File: src/rtl/mod_counter_pkg.sv
// Shared types and helpers for the modulo up/down counter.
package mod_counter_pkg;

  typedef enum logic [1:0] {
    MODE_WRAP    = 2'b00,
    MODE_SAT     = 2'b01,
    MODE_ONESHOT = 2'b10,
    MODE_RSVD    = 2'b11
  } mode_e;

  typedef enum logic {ST_RUN, ST_DONE} state_e;

  // Computed at 32 bits; the caller truncates, so m==0 yields all ones.
  function automatic logic [31:0] terminal_val(input logic [31:0] m, input logic up);
    return up ? (m - 32'd1) : 32'd0;
  endfunction

endpackage

File: src/rtl/mod_counter_next.sv
// Combinational next-count logic: one enabled step of the modulo counter.
module mod_counter_next
  import mod_counter_pkg::*;
#(
  parameter int WIDTH = 8
) (
  input  logic [WIDTH-1:0] count,
  input  logic [WIDTH-1:0] m,
  input  logic             dir,
  input  mode_e            mode,
  output logic [WIDTH-1:0] next_count,
  output logic             at_terminal,
  output logic             wrap_event
);

  logic [WIDTH-1:0] term;
  logic [WIDTH-1:0] m_last;
  logic             oor;
  logic             wrap_mode;

  assign term        = WIDTH'(terminal_val(32'(m), dir));
  assign m_last      = m - WIDTH'(1);
  assign oor         = (m != '0) && (count >= m);
  assign wrap_mode   = (mode == MODE_WRAP) || (mode == MODE_RSVD);
  assign at_terminal = (count == term);

  always_comb begin
    next_count = count;
    wrap_event = 1'b0;
    if (oor) begin
      // Modulus shrank under the count: up folds to 0 as a wrap, down re-enters at the top.
      if (dir) begin
        next_count = '0;
        wrap_event = wrap_mode;
      end else begin
        next_count = m_last;
      end
    end else if (at_terminal) begin
      if (wrap_mode) begin
        next_count = dir ? '0 : m_last;
        wrap_event = 1'b1;
      end
    end else begin
      next_count = dir ? count + WIDTH'(1) : count - WIDTH'(1);
    end
  end

endmodule

File: src/rtl/mod_updown_counter.sv
// Loadable up/down modulo counter with wrap, saturate and one-shot end-of-count modes.
module mod_updown_counter
  import mod_counter_pkg::*;
#(
  parameter int WIDTH = 8
) (
  input  logic             clk,
  input  logic             rst,
  input  logic             en,
  input  logic             load,
  input  logic [WIDTH-1:0] load_value,
  input  logic [WIDTH-1:0] mod_value,
  input  logic             dir,
  input  logic [1:0]       mode,
  output logic [WIDTH-1:0] count,
  output logic             carry_out,
  output logic             wrap,
  output logic             done
);

  state_e           state;
  mode_e            mode_q;
  logic [WIDTH-1:0] next_count;
  logic [WIDTH-1:0] load_clamped;
  logic             at_terminal;
  logic             wrap_event;

  assign mode_q = mode_e'(mode);

  mod_counter_next #(.WIDTH(WIDTH)) u_next (
    .count       (count),
    .m           (mod_value),
    .dir         (dir),
    .mode        (mode_q),
    .next_count  (next_count),
    .at_terminal (at_terminal),
    .wrap_event  (wrap_event)
  );

  assign load_clamped = ((mod_value != '0) && (load_value >= mod_value))
                        ? mod_value - WIDTH'(1) : load_value;

  assign carry_out = en & at_terminal & (state == ST_RUN);

  always_ff @(posedge clk) begin
    if (rst) begin
      count <= '0;
      wrap  <= 1'b0;
      done  <= 1'b0;
      state <= ST_RUN;
    end else if (load) begin
      count <= load_clamped;
      wrap  <= 1'b0;
      done  <= 1'b0;
      state <= ST_RUN;
    end else if (en && state == ST_RUN) begin
      count <= next_count;
      wrap  <= wrap_event;
      if (at_terminal && mode_q == MODE_ONESHOT) begin
        state <= ST_DONE;
        done  <= 1'b1;
      end
    end else begin
      wrap <= 1'b0;
    end
  end

endmodule
File: config.mk
export PLATFORM = sky130hd
export DESIGN_NAME = mod_updown_counter
export DESIGN_NICKNAME = d
export VERILOG_FILES = /design/src/rtl/mod_counter_pkg.sv /design/src/rtl/mod_counter_next.sv /design/src/rtl/mod_updown_counter.sv
export SDC_FILE = /design/constraint.sdc
export NUM_CORES = 1
export LEC_CHECK = 0
export CAP_MARGIN = 20
export CORE_AREA = 2 2 75 77
export DETAILED_ROUTE_END_ITERATION = 8
export DIE_AREA = 0 0 77 79
export PLACE_DENSITY = 0.73
export SKIP_LAST_GASP = 1
export SLEW_MARGIN = 20
export SYNTH_ARGS = -nofsm -noshare
export SYNTH_HDL_FRONTEND = slang
export SYNTH_HIERARCHICAL = 1
export SYNTH_SLANG_ARGS = --single-unit
File: constraint.sdc
create_clock -name clk -period 6.1 [get_ports clk]
set_clock_uncertainty 0.05 [all_clocks]
set_input_delay 1.83 -clock clk [delete_from_list [all_inputs] [get_ports clk]]
set_output_delay 1.83 -clock clk [all_outputs]
set_load 0.01 [all_outputs]
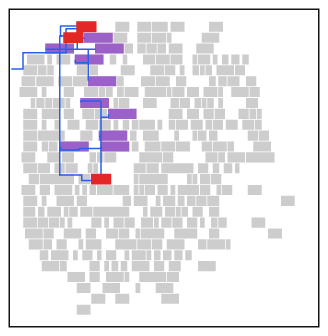
*Routed clock nets over the placement*
Drawn at 4 px/micron.
- red: clock drivers (count 3)
- purple: flip-flops (count 10)
- blue: clock wires (length 152 microns)
- routed clock nets: 4
clk_lat worst skew: 0.24 ns
Clk power: 68.1 uW
Clock Power Share: 15.4%

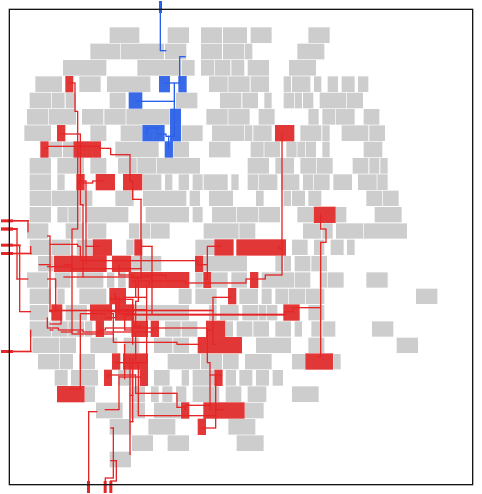
*I/O nets highlighted*
Drawn at 6 px/micron.
- red: mod_value (direction input; end cells 45; buffers 17; wire 754 microns)
- blue: rst (direction input; end cells 8; buffers 1; wire 39.1 microns)

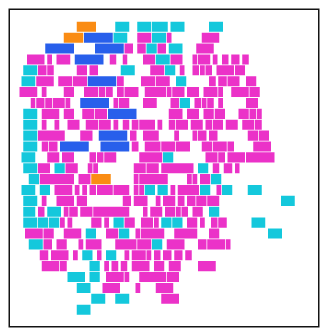
*Cells coloured by class*
Drawn at 4 px/micron.
- cyan: other buffers and delay cells (cells 60; share of their area 21%)
- magenta: combinational and other logic (cells 237; share of their area 70%)
- blue: flops (cells 10; share of their area 7.7%)
- orange: clock drivers (cells 3; share of their area 1.6%)

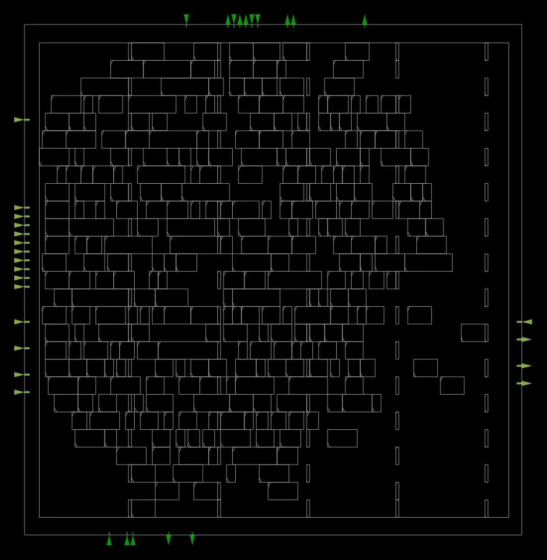
*Placement view*
Flops: 10
Core Box Area: 0.005338 sq mm

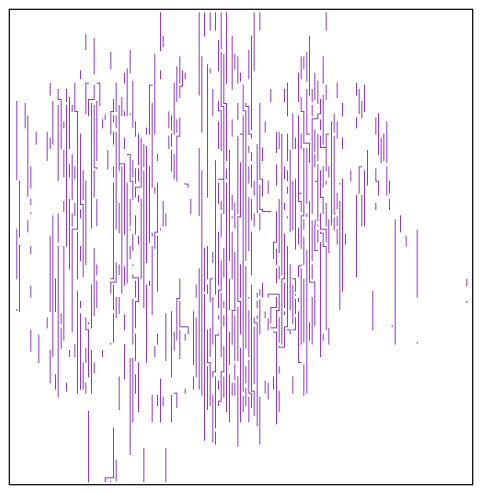
*Signal wires on met2*
Drawn at 6 px/micron.
- wire length on this layer: 2960 microns
- main direction: vertical
- share of all routed wire: 49%
- nets with wire on the layer: 312
met2 Usage GRT: 34.74%
final wirelength: 6015 microns
routed via count: 2181

==> reports/metrics.csv <==
stage,metric,value,unit
finish,Final Cell Area,0.002699,sq mm
worst_setup_path,R2R Path Start,count[5],
synthesis,Synth Area in Simple Gates,20.07,%
floorplan,chip area,0.006083,sq mm
synthesis,top post-synthesis cells by area,"ha_1 16%, dfxtp_1 9.8%, xnor2_1 6.4%",
global_route,GRT Util Overall,19.63,%
synthesis,top area contributor share,15.96,%
finish,Syn-to-layout area delta,32.41,%
synthesis,Mapped Avg Cell Area,7.900,sq um
timing,FMAX,165.5,MHz
timing,Slew headroom,29.66,%
synthesis,"Cell Area, Synth",0.002038,sq mm
worst_setup_path,beginning of the critical path,mod_value[2],
finish,share of cells above drive strength 1,17.74,%
detailed_routing,DR WL/cell,15.75,microns
clock_tree,H-Tree Depth,1,
placed_design,hpwl dp,4842,microns
finish,diodes inserted,0,
detailed_routing,DRC viols,0,
floorplan,die height,79,microns
finish,most numerous logic cells after layout,"30 x clkdlybuf4s50_1, 27 x buf_4, 25 x inv_1",
clock_tree,TritonCTS Buffers,3,
timing,period utilisation layout,99.05,%
floorplan,# rows,27,
placed_design,I/O Buffers,33,
timing,Final Max Slew Viols,0,
worst_setup_path,critical path class,input pin to primary output,
run_status,status,completed,
synthesis,Post-synth EDFFs,0,
clock_tree,clock sink total,10,
clock_tree,clock buffer depth,2,
synthesis,ys async rst share,0,%
worst_setup_path,"Max FO, Critical Path",3,
timing,final tally of hold violations,0,
synthesis,# Cells Yosys,258,
detailed_routing,DR vias/cell,5.709,
global_route,initial antenna violation count,0,
min_path,worst hold-check path type,flop to flop,
global_route,first-pass GRT wire length,9722,microns
synthesis,cells after synthesis,258,
finish,Final #Nets,362,
detailed_routing,ANT nets after route,0,
floorplan,FP Util,38.19,%
floorplan,I/O Pins,34,
power_and_ir_drop,PwrDens,163.6,mW/mm^2
synthesis,Unique masters post-synth,64,
worst_setup_path,Worst EP required,4.22,ns
Yosys cell counts, drive strengths merged (2+ instances only):
library cell,count
ha,26
a21o,8
o21ai,9
mux2i,7
a311oi,2
and2,4
clkbuf,6
nand3,7
a211o,2
o32ai,2
xnor2,15
mux2,4
a31oi,2
or4,4
a211oi,6
and3,4
nor2b,5
nor3b,2
o221ai,3
a32o,2
inv,27
a21oi,14
buf,5
nor2,17
a311o,4
xor2,5
o22ai,2
nand4,2
dfxtp,10
nand2,11
a221o,2
nor3,8
o31ai,8
nand2b,4
routing by layer:
metal	up-vias	share of wire, %	GRT usage, %
met4	0	2.3	6.250
met2	73	49	34.74
met3	15	4.0	1.818
li1	1074	-	-
met5	-	0	0
met1	1019	44	25.24
report_power, final:
group / internal, mW / total (mW) / switching (mW) / leakage [nW]
registers: 0.0734 / 0.0972 / 0.0237 / 0.0826
logic: 0.141 / 0.276 / 0.135 / 1.10
clock network: 0.0431 / 0.0681 / 0.0250 / 0.0216
total: 0.258 / 0.442 / 0.184 / 1.20
path summary, 6_finish.rpt:
path	endpoint	slack (ns)	cells past startpoint
setup / recovery	carry_out	0.06	10
hold / removal	state	0.53	2
setup reg to reg	count[6]	3.03	10
hold reg to reg	state	0.53	2
logic make-up after synthesis:
family	after synthesis
compound gates	79
xor+xnor	21
fa+ha+maj	27
buf+inv	38
flops	10
mux	11
simple gates	72
flip-flops by register name, summed over array words and instances (netlist names):
| signal | count |
|---|---|
| count | 8 |
| state | 1 |
| wrap | 1 |
stage by stage:
| stage | hold WS (ns) | std cells | total power, mW | setup WS, ns | TNS [ns] |
|---|---|---|---|---|---|
| after floorplan | 0.5107 | 258 | 0.2704 | 0.4867 | 0 |
| final | 0.5253 | 382 | 0.4416 | 0.05765 | 0 |
| after global placement | 0.4964 | 379 | 0.3588 | -0.3273 | -0.3273 |
| after CTS | 0.5318 | 382 | 0.4342 | 0.03277 | 0 |
| after global routing | 0.5737 | 382 | 0.4736 | -0.02872 | -0.02872 |
| after detailed placement | 0.5175 | 379 | 0.3646 | -0.3964 | -0.3964 |
final cells by class:
class / instances / area, sq um
Multi-Input combinational cell: 210 / 1730
Clock buffer: 3 / 41.29
Sequential cell: 10 / 200.2
Timing Repair Buffer: 60 / 535.5
Fill cell: 547 / 2639
Inverter: 27 / 101.3
Tap cell: 72 / 90.09
worst max-delay path, stage by stage:
cell	delay, ns
clkdlybuf4s50_1	0.42
or4_4	0.52
buf_4	0.16
nor2_4	0.11
buf_4	0.14
xnor3_1	0.24
a32oi_2	0.25
a211oi_4	0.11
and2_4	0.17
clkdlybuf4s15_2	0.22
repair_timing:
item | 4_1_cts | 5_1_grt
pin swaps | 2 | 3
setup endpoints to repair | 1 | 1
buffers inserted | 0 | 0
resized | 5 | 10
Power figures rest on the tool's default switching activity, not on a simulated workload.
